**config.mk**
```make
export PLATFORM = sky130hd
export DESIGN_NAME = instr_sequencer
export DESIGN_NICKNAME = d
export VERILOG_FILES = /design/src/rtl/cpu_pkg.sv /design/src/rtl/seq_pc.sv /design/src/rtl/instr_sequencer.sv
export SDC_FILE = /design/constraint.sdc
export NUM_CORES = 1
export LEC_CHECK = 0
export ABC_AREA = 1
export CAP_MARGIN = 30
export CORE_ASPECT_RATIO = 1.4
export CORE_MARGIN = 2
export CORE_UTILIZATION = 46
export CTS_BUF_LIST = sky130_fd_sc_hd__clkbuf_16
export DETAILED_ROUTE_END_ITERATION = 12
export GPL_ROUTABILITY_DRIVEN = 1
export PLACE_DENSITY = 0.8
export SLEW_MARGIN = 15
export SYNTH_ARGS = -nofsm -noshare
export SYNTH_HDL_FRONTEND = slang
export SYNTH_SLANG_ARGS = --single-unit
```
**constraint.sdc**
```tcl
create_clock -name clk -period 2.8 [get_ports clk]
set_input_delay 0.56 -clock clk [delete_from_list [all_inputs] [get_ports clk]]
set_output_delay 0.56 -clock clk [all_outputs]
set_load 0.02 [all_outputs]
```
**src/rtl/cpu_pkg.sv**
```systemverilog
// Shared constants and types for the instruction sequencer: widths, opcodes and FSM states.
package cpu_pkg;

  localparam int unsigned PC_W   = 8;
  localparam int unsigned ADDR_W = 6;
  localparam int unsigned DATA_W = 16;
  localparam int unsigned OP_W   = 4;

  localparam logic [OP_W-1:0] OpNop  = 4'h0;
  localparam logic [OP_W-1:0] OpJmp  = 4'h8;
  localparam logic [OP_W-1:0] OpJz   = 4'h9;
  localparam logic [OP_W-1:0] OpHalt = 4'hF;

  typedef enum logic [2:0] {
    StFetch,
    StDecode,
    StRead,
    StExec,
    StWrite,
    StHalt
  } state_t;

  function automatic logic is_alu_op(input logic [OP_W-1:0] op);
    return (op >= 4'h1) && (op <= 4'h7);
  endfunction

endpackage

```
**src/rtl/seq_pc.sv**
```systemverilog
// Program counter: load takes priority over increment; wraps naturally at PC_W bits.
module seq_pc
  import cpu_pkg::*;
(
  input  logic            clk,
  input  logic            reset,
  input  logic            inc,
  input  logic            load,
  input  logic [PC_W-1:0] target,
  output logic [PC_W-1:0] pc
);

  always_ff @(posedge clk or posedge reset) begin
    if (reset) begin
      pc <= '0;
    end else if (load) begin
      pc <= target;
    end else if (inc) begin
      pc <= pc + PC_W'(1);
    end
  end

endmodule

```
**src/rtl/instr_sequencer.sv**
```systemverilog
// Multi-cycle instruction sequencer: fetches from ROM, sequences RAM read, ALU and RAM write.
module instr_sequencer
  import cpu_pkg::*;
(
  input  logic              clk,
  input  logic              reset,
  output logic [PC_W-1:0]   rom_address,
  output logic              rom_read_enable,
  input  logic [DATA_W-1:0] rom_data,
  output logic              ram_read,
  output logic              ram_write,
  output logic [ADDR_W-1:0] ram_read_addr,
  output logic [ADDR_W-1:0] ram_write_addr,
  input  logic              ram_ready,
  output logic              alu_enable,
  output logic [OP_W-1:0]   alu_op,
  input  logic              alu_done,
  input  logic              alu_zero,
  output logic              instr_done,
  output logic              halted
);

  state_t            state;
  logic [DATA_W-1:0] ir;
  logic              zero_flag;
  logic [OP_W-1:0]   dec_op;
  logic [PC_W-1:0]   pc;
  logic              pc_inc;
  logic              pc_load;

  // rom_data is only meaningful during DECODE, the cycle after the fetch strobe.
  assign dec_op  = rom_data[DATA_W-1 -: OP_W];
  assign pc_inc  = (state == StDecode);
  assign pc_load = (state == StDecode) &&
                   ((dec_op == OpJmp) || ((dec_op == OpJz) && zero_flag));

  seq_pc u_seq_pc (
    .clk    (clk),
    .reset  (reset),
    .inc    (pc_inc),
    .load   (pc_load),
    .target (rom_data[PC_W-1:0]),
    .pc     (pc)
  );

  always_ff @(posedge clk or posedge reset) begin
    if (reset) begin
      state     <= StFetch;
      ir        <= '0;
      zero_flag <= 1'b0;
    end else begin
      unique case (state)
        StFetch: state <= StDecode;
        StDecode: begin
          ir <= rom_data;
          if (is_alu_op(dec_op))    state <= StRead;
          else if (dec_op == OpHalt) state <= StHalt;
          else                       state <= StFetch;
        end
        StRead: if (ram_ready) state <= StExec;
        StExec: begin
          if (alu_done) begin
            zero_flag <= alu_zero;
            state     <= StWrite;
          end
        end
        StWrite: if (ram_ready) state <= StFetch;
        StHalt:  state <= StHalt;
        default: state <= StFetch;
      endcase
    end
  end

  assign rom_address = pc;

  // Outputs are gated by reset so an asserted reset silences every strobe at once.
  always_comb begin
    rom_read_enable = 1'b0;
    ram_read        = 1'b0;
    ram_write       = 1'b0;
    ram_read_addr   = '0;
    ram_write_addr  = '0;
    alu_enable      = 1'b0;
    alu_op          = '0;
    instr_done      = 1'b0;
    halted          = 1'b0;
    if (!reset) begin
      unique case (state)
        StFetch:  rom_read_enable = 1'b1;
        StDecode: instr_done = !is_alu_op(dec_op);
        StRead: begin
          ram_read      = 1'b1;
          ram_read_addr = ir[ADDR_W-1:0];
        end
        StExec: begin
          alu_enable = 1'b1;
          alu_op     = ir[DATA_W-1 -: OP_W];
        end
        StWrite: begin
          ram_write      = 1'b1;
          ram_write_addr = ir[2*ADDR_W-1:ADDR_W];
          instr_done     = ram_ready;
        end
        StHalt:  halted = 1'b1;
        default: ;
      endcase
    end
  end

endmodule
```
==> run notes, run 1 <==
Summing the areas of all xor and xnor instances in the mapped netlist gives 0.557% of the synthesized area. Summing the areas of all fa, ha and maj instances in the mapped netlist gives 0.796% of the synthesized area. The analysis attributes to cell leakage a power of 1.14 nW. Depth of the worst register-to-register path: 8. In the detailed route, the total length drawn on met2 is 1970 µm. For the post-cts hold buffer count, the log shows 0. The Yosys step of the flow raised 0 warnings. For the number of rows in the core area, the log shows 25. The number of logic gates came out at 153.

The cell repeated most along the worst path is clkdlybuf4s50_1. STA classifies the critical path endpoint as an output port. After detailed placement, the total cell area comes to 2130 µm².

A synthesized cell averages 7.05 µm². The run finished with clean final reports. The first global-routing pass estimated 5930 µm of wire. Cell family contributing the most delay on the critical path: buffers and inverters. Max-cap violations in this run came to 0. Routed signal wires occupy layers up through met4.

The vertical die dimension reported for this design is 73.2 µm. TritonCTS built the clock tree. After detailed routing, the wire length on met1 is 1560 µm. For reference, the mux area share after synthesis is 0%. The tools report the highest ir drop seen on vdd as 0.000608 V. Per the post-synthesis report, the number of cells in the design is 223. With the horizontal extent of the die at 53.4 µm, the number of antenna violations at the first check in global routing is 0. In this run, flip-flops and latches consume 35.5% of the power. The power report lists the combinational group at 0.00102 W. Yosys stat counts 223 cells in the synthesized netlist. Most common cell after layout, fill and taps aside: nand2_1. Buffers added to address setup during post-CTS repair amount to 0. The number of nets in the synthesized netlist is 245.

Setup repair after global routing left no endpoint under its margin. The tools report the sequential power as 0.000731 W. The fraction of cell area in multi-input combinational cells is reported as 31.7%.

The layout buffering overhead excluding clock cells came out at 24.6%. Switching power as a share of total power: 41.9%. In the layout the commonest cells are nand2_1, clkdlybuf4s50_1, inv_1, nor2_1, dfrtp_1. The largest stage delay on the critical path is 0.61 ns. Critical path startpoint: reset. The worst hold path terminates at ir[13]. The flip-flop count of the largest register, all copies and words added is 16. By area the synthesized netlist is led by dfrtp_1, nand2_1, inv_1.

The synthesized cell area was 1570 µm²; the CTS clock-pin slew for the worst setup and hold paths was 0.06 ns. By count the netlist is led by nand2_1, inv_1, nor2_1, dfrtp_1, o21ai_0. The share of flip-flops with an asynchronous set or reset after synthesis works out to 100%. Maximum clock skew at final layout: 0.00335 ns. Per the synthesis report, the dominant area consumer among library cells is dfrtp_1.

Once detail routing completed, the nets flagged for antenna violations numbered 0. After layout, the design draws a total of 0.00206 W. Per the area breakdown, the dominant cell category is combinational gates.

For the total die size, the log shows 3910 µm². The run gives 8 for the top fanout value on the critical path. The group that draws the most power in this run is combinational cells. The most critical min-delay path falls under register to register. For the design internal power, the log shows 0.00120 W. The clock network burns 15.1% of the power. The number of warnings reported in the stage logs is 26.

Fraction of post-synthesis cell area in the top cell type by area: 44.6%. ir holds more flip-flops than any other register. Per the synthesis report, the simple-gate share of the synthesized area is 34.3%. Per report_power, the Clock row totals 0.000311 W. The tools report the via count of the first global-routing pass as 1346.

Clock insertion delay at the later pin of the skew report: 0.26 ns. The share of the Yosys chip area taken by registers is 44.6%.
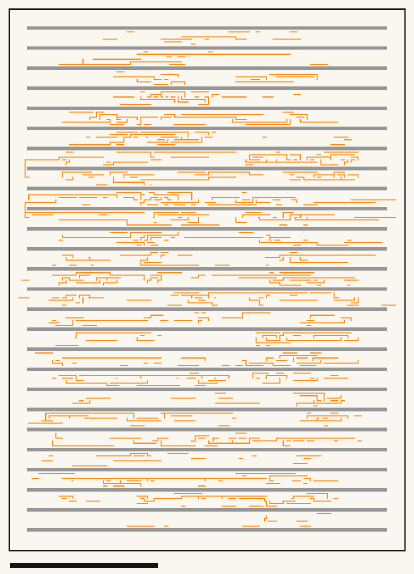
Figure 1: run 1, signal wires on met1.
Scale bar: 20 µm. Supply wires on this layer in grey.
share of all routed wire: 42%
main direction: horizontal
wire length on this layer: 1560 µm
nets with wire on the layer: 264
longest straight run: 27.6 µm

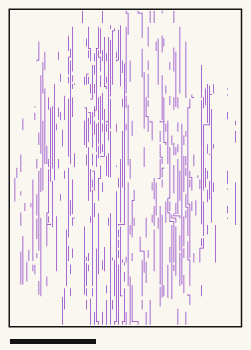
Figure 2: run 1, signal wires on met2.
Scale bar: 20 µm.
nets with wire on the layer: 241
main direction: vertical
longest straight run: 37.2 µm
overall routed net length: 3720 µm
met2 capacity usage during global routing: 36.4%
vias: 1529

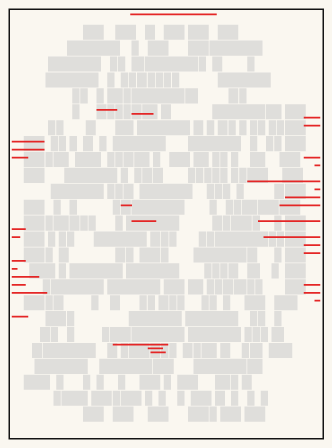
Figure 3: run 1, met3 routing.
share of all routed wire: 3.7%
longest straight run: 14.5 µm
main direction: horizontal
wire length on this layer: 138 µm
nets with wire on the layer: 32

==> run 2, diff against run 1 <==
--- a/config.mk
+++ b/config.mk
@@ -13,6 +13,7 @@
 export CTS_BUF_LIST = sky130_fd_sc_hd__clkbuf_16
 export DETAILED_ROUTE_END_ITERATION = 12
 export GPL_ROUTABILITY_DRIVEN = 1
+export GPL_TIMING_DRIVEN = 0
 export PLACE_DENSITY = 0.8
 export SLEW_MARGIN = 15
 export SYNTH_ARGS = -nofsm -noshare
==> run 2 against run 1 <==
  * Die area is the same
  * First-iteration DRC count fell by 50%
  * Synthesized cell count did not move
  * Power up 2.5%
  * Largest power group unchanged
  * Clock power increased by 2%
  * Sequential share of layout area decreased by 0.25 points
  * Count of clock-buffer cells in the layout is the same
  * Sequential cell count unchanged
  * Critical path depth did not move
==> run notes, run 2 <==
TritonCTS built the clock tree. Before any placement, the netlist area is recorded as 1570 µm². Note that the worst hold path type here is input pin to asynchronous set/reset pin.

For the post-route antenna net violation count, the log shows 0. Wires add up to 3910 µm. The routed length on met2 was 2120 µm. In this run, the synthesized area fraction spent on xor and xnor cells is recorded as 0.557%. The run gives 100% for the share of flip-flops with an asynchronous set or reset after synthesis. The tools report the number of antenna violations at the first check in global routing as 0. Summed over all sequential cells, the power is 0.000737 W. The largest stage delay on the critical path was 0.62 ns; the post-route met1 wirelength was 1600 µm.

In this run the tools logged warnings totalling 26. The power report puts the leakage power at 1.10 nW. The cell area after placement was 2120 µm². The most common logic cell in the final layout is nand2_1. The power report lists the combinational group at 0.00106 W. The CTS clock-pin slew for the worst setup and hold paths works out to 0.06 ns. Fraction of post-synthesis cell area in the top cell type by area: 44.6%. In the final design, more cell area goes to combinational gates than to any other class. The via count of the first global-routing pass came out at 1486. The library cells used most frequently in the layout, excluding fill and tap cells, are nand2_1, clkdlybuf4s50_1, inv_1, nor2_1, dfrtp_1. The die outline height works out to 73.2 µm. The commonest cells after synthesis are nand2_1, inv_1, nor2_1, dfrtp_1, o21ai_0. The number of logic gates was 153. According to the floorplan report, the die width is 53.4 µm.

The run gives 0% for the share of cell area taken by muxes after synthesis. The run gives 5 for the top fanout value on the critical path. The clock network consumes a total of 0.000316 W. The logs give 51 for the I/O pin count and 14.9% for the clock network fraction of design power. The group that draws the most power in this run is combinational cells. Counting flops per register, the top entry is ir. The max-slew check reports its worst relative slack as 53.8%.

The switching power as a share of total power was 42.4%. Setup repair after global routing left no endpoint under its margin. With the highest ir drop seen on vdd at 0.000813 V, the number of nets in the synthesized netlist is 245.

The warning tally printed by Yosys for this design is 0. Depth of the worst register-to-register path: 5. The layout report gives the register share of total cell area as 31.4%. The category of the worst setup path capture point was an output port. The critical path startpoint is state[2]. With the layout buffering overhead excluding clock cells at 25.0%, the number of max-cap violations is 0. The cell-mix breakdown from Yosys lists the simple-gate area share as 34.3%. The maximum clock skew at final layout was 0.00197 ns; the post-cts hold buffer count was 0.

The completed layout was analyzed and its total power is 0.00211 W. The flip-flop count of the largest register, all copies and words added works out to 16. The flow ran to the end, and the final reports show no timing, DRC or antenna violations. The run gives 3910 µm² as the total die size. The cell type with the largest total area is dfrtp_1.

Once the clock tree was built, the setup fixing pass inserted 0 buffers. The number of cell instances after yosys synthesis was 223; the clock insertion delay at the later pin of the skew report was 0.26 ns. Signal routing reaches up to met4.

For the synthesized netlist cell count, the log shows 223. The average instance in the mapped netlist occupies 7.05 µm².
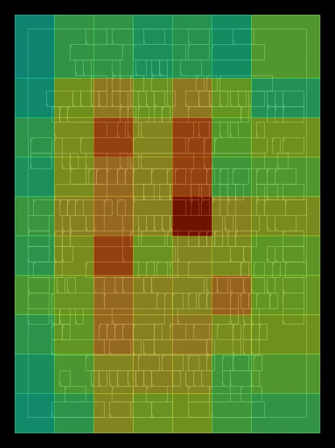
Figure 4: run 2, routing congestion map.
Core Util, Final: 67.4%
met3 routing resource usage after global routing: 2.25%
met2 capacity usage during global routing: 42.0%
detail-routed net length per standard cell: 12.2 µm
met1 layer usage reported by global route: 27.2%

Power and IR drop assume default switching activity.
